--- src/rtl/multicycle_ctrl_if.sv ---
// Handshake bundle between the multicycle sequencer (master) and the datapath (slave).
interface multicycle_ctrl_if #(
   parameter int unsigned CNT_W = 16
);
   logic             start;
   logic [19:0]      op_onehot;
   logic             mem_ready;
   logic             fpu_done;
   logic             branch_taken;
   logic [2:0]       state;
   logic             mem_rd;
   logic             mem_wr;
   logic             iord;
   logic             ir_we;
   logic             pc_we;
   logic             alu_go;
   logic             fpu_go;
   logic             dest_sel;
   logic             rf_we;
   logic             illegal_op;
   logic             mem_fault;
   logic [CNT_W-1:0] instr_count;

   modport master (
      input  start, op_onehot, mem_ready, fpu_done, branch_taken,
      output state, mem_rd, mem_wr, iord, ir_we, pc_we, alu_go, fpu_go,
             dest_sel, rf_we, illegal_op, mem_fault, instr_count
   );

   modport slave (
      output start, op_onehot, mem_ready, fpu_done, branch_taken,
      input  state, mem_rd, mem_wr, iord, ir_we, pc_we, alu_go, fpu_go,
             dest_sel, rf_we, illegal_op, mem_fault, instr_count
   );
endinterface

--- src/rtl/multicycle_ctrl_fsm.sv ---
// Multicycle control sequencer: walks each instruction through
// FETCH/DECODE/EXEC/MEM/FPWAIT/WB and drives the datapath strobes.
module multicycle_ctrl_fsm #(
   parameter int unsigned CNT_W       = 16,
   parameter int unsigned MEM_TIMEOUT = 255
) (
   input logic                clk,
   input logic                reset,
   multicycle_ctrl_if.master  bus
);

   localparam int unsigned WaitW     = (MEM_TIMEOUT < 2) ? 1 : $clog2(MEM_TIMEOUT);
   localparam bit          TimeoutEn = (MEM_TIMEOUT != 0);
   // Last wait-counter value at which a missing mem_ready becomes a fault.
   localparam logic [WaitW-1:0] WaitLast = WaitW'((MEM_TIMEOUT == 0) ? 0 : MEM_TIMEOUT - 1);

   typedef enum logic [2:0] {
      StIdle   = 3'd0,
      StFetch  = 3'd1,
      StDecode = 3'd2,
      StExec   = 3'd3,
      StMem    = 3'd4,
      StFpWait = 3'd5,
      StWb     = 3'd6,
      StHalt   = 3'd7
   } state_e;

   state_e           state_q, state_d;
   logic [WaitW-1:0] wait_q, wait_d;
   logic [CNT_W-1:0] count_q, count_d;
   logic             dest_q, dest_d;
   logic             illegal_q, illegal_d;
   logic             fault_q, fault_d;
   logic             fp_first_q, fp_first_d;
   logic             is_load_q, is_load_d;
   logic             is_store_q, is_store_d;
   logic             is_branch_q, is_branch_d;
   logic             is_jump_q, is_jump_d;
   logic             is_halt_q, is_halt_d;

   logic mem_rd, mem_wr, iord, ir_we, pc_we, alu_go, fpu_go, rf_we;
   logic one_hot, timeout_hit;

   assign one_hot     = ($countones(bus.op_onehot) == 1);
   // mem_ready on the limit cycle wins over the timeout.
   assign timeout_hit = TimeoutEn && (wait_q == WaitLast) && !bus.mem_ready;

   // State, class latches, flags and counters.
   always_ff @(posedge clk) begin
      if (reset) begin
         state_q     <= StIdle;
         wait_q      <= '0;
         count_q     <= '0;
         dest_q      <= 1'b0;
         illegal_q   <= 1'b0;
         fault_q     <= 1'b0;
         fp_first_q  <= 1'b0;
         is_load_q   <= 1'b0;
         is_store_q  <= 1'b0;
         is_branch_q <= 1'b0;
         is_jump_q   <= 1'b0;
         is_halt_q   <= 1'b0;
      end else begin
         state_q     <= state_d;
         wait_q      <= wait_d;
         count_q     <= count_d;
         dest_q      <= dest_d;
         illegal_q   <= illegal_d;
         fault_q     <= fault_d;
         fp_first_q  <= fp_first_d;
         is_load_q   <= is_load_d;
         is_store_q  <= is_store_d;
         is_branch_q <= is_branch_d;
         is_jump_q   <= is_jump_d;
         is_halt_q   <= is_halt_d;
      end
   end

   // Next-state logic and Moore strobes.
   always_comb begin
      state_d     = state_q;
      wait_d      = wait_q;
      count_d     = count_q;
      dest_d      = dest_q;
      illegal_d   = illegal_q;
      fault_d     = fault_q;
      fp_first_d  = 1'b0;
      is_load_d   = is_load_q;
      is_store_d  = is_store_q;
      is_branch_d = is_branch_q;
      is_jump_d   = is_jump_q;
      is_halt_d   = is_halt_q;
      mem_rd      = 1'b0;
      mem_wr      = 1'b0;
      iord        = 1'b0;
      ir_we       = 1'b0;
      pc_we       = 1'b0;
      alu_go      = 1'b0;
      fpu_go      = 1'b0;
      rf_we       = 1'b0;

      unique case (state_q)
         StIdle: begin
            if (bus.start) state_d = StFetch;
         end
         StFetch: begin
            mem_rd = 1'b1;
            if (bus.mem_ready) begin
               ir_we   = 1'b1;
               pc_we   = 1'b1;
               state_d = StDecode;
            end else if (timeout_hit) begin
               fault_d = 1'b1;
               state_d = StHalt;
            end
         end
         StDecode: begin
            if (!one_hot) begin
               illegal_d = 1'b1;
               state_d   = StHalt;
            end else begin
               is_load_d   = bus.op_onehot[2];
               is_store_d  = bus.op_onehot[3];
               is_branch_d = bus.op_onehot[14] | bus.op_onehot[15];
               is_jump_d   = bus.op_onehot[16];
               is_halt_d   = bus.op_onehot[17];
               // RS2-destination ops: LOAD, STORE, immediate class (bits 7-13).
               if (|{bus.op_onehot[13:7], bus.op_onehot[3:2]}) begin
                  dest_d = 1'b1;
               end else if (|{bus.op_onehot[19:18], bus.op_onehot[6:4], bus.op_onehot[1:0]}) begin
                  dest_d = 1'b0;
               end
               if (bus.op_onehot[18] | bus.op_onehot[19]) begin
                  fp_first_d = 1'b1;
                  state_d    = StFpWait;
               end else begin
                  state_d = StExec;
               end
            end
         end
         StExec: begin
            alu_go = 1'b1;
            if (is_load_q || is_store_q) begin
               state_d = StMem;
            end else if (is_jump_q || (is_branch_q && bus.branch_taken)) begin
               pc_we   = 1'b1;
               count_d = count_q + CNT_W'(1);
               state_d = StFetch;
            end else if (is_branch_q) begin
               count_d = count_q + CNT_W'(1);
               state_d = StFetch;
            end else if (is_halt_q) begin
               count_d = count_q + CNT_W'(1);
               state_d = StHalt;
            end else begin
               state_d = StWb;
            end
         end
         StMem: begin
            iord   = 1'b1;
            mem_rd = is_load_q;
            mem_wr = is_store_q;
            if (bus.mem_ready) begin
               if (is_load_q) begin
                  state_d = StWb;
               end else begin
                  count_d = count_q + CNT_W'(1);
                  state_d = StFetch;
               end
            end else if (timeout_hit) begin
               fault_d = 1'b1;
               state_d = StHalt;
            end
         end
         StFpWait: begin
            fpu_go = fp_first_q;
            if (bus.fpu_done) state_d = StWb;
         end
         StWb: begin
            rf_we   = 1'b1;
            count_d = count_q + CNT_W'(1);
            state_d = StFetch;
         end
         StHalt: begin
         end
         default: state_d = StIdle;
      endcase

      // Wait counter restarts on every state change, counts while waiting on memory.
      if (state_d != state_q) begin
         wait_d = '0;
      end else if (state_q inside {StFetch, StMem}) begin
         wait_d = wait_q + WaitW'(1);
      end
   end

   assign bus.state       = state_q;
   assign bus.mem_rd      = mem_rd;
   assign bus.mem_wr      = mem_wr;
   assign bus.iord        = iord;
   assign bus.ir_we       = ir_we;
   assign bus.pc_we       = pc_we;
   assign bus.alu_go      = alu_go;
   assign bus.fpu_go      = fpu_go;
   assign bus.rf_we       = rf_we;
   assign bus.dest_sel    = dest_q;
   assign bus.illegal_op  = illegal_q;
   assign bus.mem_fault   = fault_q;
   assign bus.instr_count = count_q;

endmodule

--- src/flat_wrapper.sv ---
// flat-port wrapper written by rule: the top's interface ports become plain ports
module multicycle_ctrl_fsm_flat 
#(
   parameter int unsigned CNT_W       = 16,
   parameter int unsigned MEM_TIMEOUT = 255
)
  (clk, reset, bus_start, bus_op_onehot, bus_mem_ready, bus_fpu_done, bus_branch_taken, bus_state, bus_mem_rd, bus_mem_wr, bus_iord, bus_ir_we, bus_pc_we, bus_alu_go, bus_fpu_go, bus_dest_sel, bus_rf_we, bus_illegal_op, bus_mem_fault, bus_instr_count);
  multicycle_ctrl_if #(.CNT_W(CNT_W)) bus_i ();
  input logic clk;
  input logic reset;
  input wire logic [$bits(bus_i.start)-1:0] bus_start;
  input wire logic [$bits(bus_i.op_onehot)-1:0] bus_op_onehot;
  input wire logic [$bits(bus_i.mem_ready)-1:0] bus_mem_ready;
  input wire logic [$bits(bus_i.fpu_done)-1:0] bus_fpu_done;
  input wire logic [$bits(bus_i.branch_taken)-1:0] bus_branch_taken;
  output wire logic [$bits(bus_i.state)-1:0] bus_state;
  output wire logic [$bits(bus_i.mem_rd)-1:0] bus_mem_rd;
  output wire logic [$bits(bus_i.mem_wr)-1:0] bus_mem_wr;
  output wire logic [$bits(bus_i.iord)-1:0] bus_iord;
  output wire logic [$bits(bus_i.ir_we)-1:0] bus_ir_we;
  output wire logic [$bits(bus_i.pc_we)-1:0] bus_pc_we;
  output wire logic [$bits(bus_i.alu_go)-1:0] bus_alu_go;
  output wire logic [$bits(bus_i.fpu_go)-1:0] bus_fpu_go;
  output wire logic [$bits(bus_i.dest_sel)-1:0] bus_dest_sel;
  output wire logic [$bits(bus_i.rf_we)-1:0] bus_rf_we;
  output wire logic [$bits(bus_i.illegal_op)-1:0] bus_illegal_op;
  output wire logic [$bits(bus_i.mem_fault)-1:0] bus_mem_fault;
  output wire logic [$bits(bus_i.instr_count)-1:0] bus_instr_count;
  assign bus_i.start = bus_start;
  assign bus_i.op_onehot = bus_op_onehot;
  assign bus_i.mem_ready = bus_mem_ready;
  assign bus_i.fpu_done = bus_fpu_done;
  assign bus_i.branch_taken = bus_branch_taken;
  assign bus_state = bus_i.state;
  assign bus_mem_rd = bus_i.mem_rd;
  assign bus_mem_wr = bus_i.mem_wr;
  assign bus_iord = bus_i.iord;
  assign bus_ir_we = bus_i.ir_we;
  assign bus_pc_we = bus_i.pc_we;
  assign bus_alu_go = bus_i.alu_go;
  assign bus_fpu_go = bus_i.fpu_go;
  assign bus_dest_sel = bus_i.dest_sel;
  assign bus_rf_we = bus_i.rf_we;
  assign bus_illegal_op = bus_i.illegal_op;
  assign bus_mem_fault = bus_i.mem_fault;
  assign bus_instr_count = bus_i.instr_count;
  multicycle_ctrl_fsm #(.CNT_W(CNT_W), .MEM_TIMEOUT(MEM_TIMEOUT)) u_core (.clk(clk), .reset(reset), .bus(bus_i));
endmodule
--- config.mk ---
export PLATFORM = sky130hd
export DESIGN_NAME = multicycle_ctrl_fsm_flat
export DESIGN_NICKNAME = d
export VERILOG_FILES = /design/src/rtl/multicycle_ctrl_if.sv /design/src/rtl/multicycle_ctrl_fsm.sv /design/src/flat_wrapper.sv
export SDC_FILE = /design/constraint.sdc
export NUM_CORES = 1
export LEC_CHECK = 0
export CAP_MARGIN = 20
export CORE_UTILIZATION = 42
export CTS_CLUSTER_DIAMETER = 120
export DETAILED_ROUTE_END_ITERATION = 8
export PLACE_DENSITY = 0.79
export SLEW_MARGIN = 5
export SYNTH_ARGS = -nofsm -noshare
export SYNTH_HDL_FRONTEND = slang
export SYNTH_SLANG_ARGS = --single-unit
--- constraint.sdc ---
create_clock -name clk -period 14.95 [get_ports clk]
set_input_delay 2.99 -clock clk [delete_from_list [all_inputs] [get_ports clk]]
set_output_delay 2.99 -clock clk [all_outputs]
set_load 0.05 [all_outputs]
### Close-up of the layout

Window x 25 to 55, y 9 to 39 um. Cells in grey, sequential cells in the stronger grey; small squares are vias.
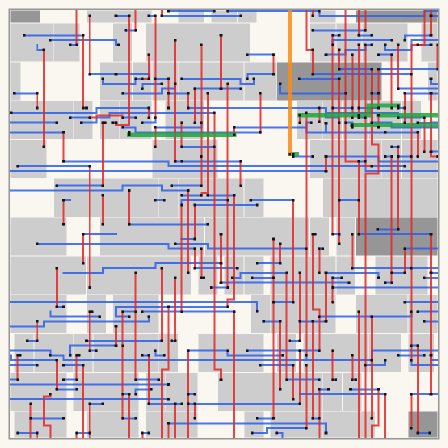
metal 3: drawn in green. metal 2: drawn in red. metal 1: drawn in blue. metal 4: drawn in orange.
Most frequent: inv_1 (21), ha_1 (11), fa_1 (9). 76 logic cells have their middle in the window. Netlist names of flops here include u_core.bus.illegal_op (1), u_core.is_halt_q (1). Sequential cells in the window: 2.

### Clock distribution

(4 px per um)
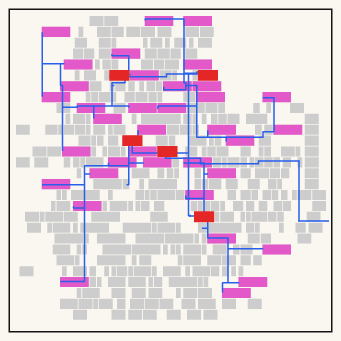
clock drivers: drawn in red, count 5. flip-flops: drawn in magenta, count 36. clock wires: drawn in blue, length 479 um.
There are 6 routed clock nets.
source-to-sink clock delay at the later pin of the worst-skew pair: 0.29 ns
Clock Power Share: 22.8%
Worst Skew: 0.00851 ns
P_clk: 84.8 uW

==> summary.txt <==
Notes from the flow run.

Run status:
- The flow ran to the end, and the final reports show no timing, DRC or antenna violations.

Final layout:
- The run gives the layout-stage area growth over the synthesis result as 28.5%.
- Looking at the area split, the leading class of cells is multi-input combinational cells.
- The run gives the net count of the finished layout as 413.
- The run puts the area of all sequential standard cells at 721 um^2.
- The top cell types in the final layout, fill and taps aside, are sky130_fd_sc_hd__clkdlybuf4s50_1, sky130_fd_sc_hd__inv_1, sky130_fd_sc_hd__dfxtp_1.
- The run puts the post-route cell area at 3310 um^2.

Final timing:
- The run puts the final number of max-transition violations at 0.
- For this run, the final setup violation count is recorded as 0.
- Timing would allow up to 126 MHz.

Yosys:
- Sequential cells were found to cover 28.0% of the synthesized design area.
- Before any placement, the netlist area is recorded as 2570 um^2.
- The run gives the number of storage elements in the synthesis netlist as 36.
- The run gives the share of the synthesized area in the top cell type as 28.0%.
- The run puts the share of async-settable or async-resettable flops after synthesis at 0%.
- The run gives the number of cell instances after yosys synthesis as 297.

Setup path:
- The critical path maximum fanout is 8.
- The run puts the buffering stage count on the worst path with inverters included at 4.
- The run puts the number of cells traversed by the worst register-to-register path at 5.
- At the worst endpoint, the arrival time is 8.12 ns.
- The run puts the worst-case register-to-register setup slack at 12.33 ns.

Place:
- The run gives the post-place setup slack as 6.75 ns.

Power:
- Per report_power, the combinational group accounts for 46.9% of the total.
- Cell internal power was estimated by the tool at 221 uW.

Detailed routing:
- The run puts the antenna violation net count after detailed routing at 0.
- The run gives the detailed route wirelength on metal3 as 241 um.

Global route:
- The run gives the number of antenna violations at the first check in global routing as 0.

Die:
- Per the OpenROAD floorplan log, the height of the die is 80.3 um.
- The run puts the core utilization before placement at 43.4%.
### Track usage over the die

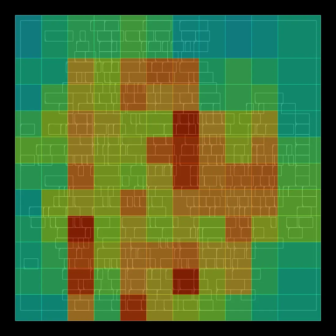
utilization of the core after routing: 55.8%
Global Route met3 Usage: 3.86%
GRT met1 Usage: 26.0%

### Wiring heat map

(4 px per um) The die is cut into 16 by 16 equal tiles; white is low, dark blue is high, scaled to the fullest tile. Values are wire area over tile area, all layers added.
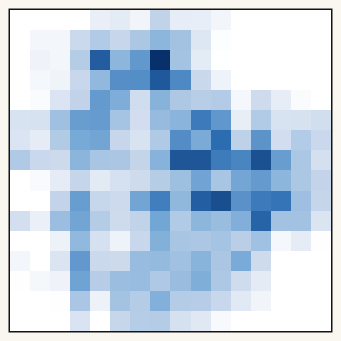
The mean over all tiles is 0.14. The fullest tile reaches 0.54. The densest ninth of the die: middle. The emptiest ninth of the die: top right. 15% of the tiles are over half the peak.
wirelength, routed: 5750 um
average detailed-routed wire length per instance: 13.5 um
via count: 2229
total routing resource utilization after global routing: 19.5%

-- state kept, by name, summed over array words and instances, names as in the netlist --
| signal | cells |
|---|---|
| u_core.bus.state | 3 |
| u_core.is_halt_q | 1 |
| u_core.fp_first_q | 1 |
| u_core.bus.dest_sel | 1 |
| u_core.is_branch_q | 1 |
| u_core.is_store_q | 1 |
| u_core.bus.mem_fault | 1 |
| u_core.bus.illegal_op | 1 |
| u_core.is_load_q | 1 |
| u_core.wait_q | 8 |
| u_core.is_jump_q | 1 |
| u_core.bus.instr_count | 16 |
-- logic make-up after synthesis --
| kind of cell | share of synthesized area [%] |
|---|---|
| AOI/OAI and AO/OA | 13.0 |
| xor gates and xnor gates | 7.83 |
| adders and majority gates | 21.6 |
| buffers and inverters | 8.03 |
| DFF | 28.0 |
| muxes | 1.95 |
| and+or+nand+nor | 19.6 |
No activity file was given, so power comes from the tool's default toggle rates.
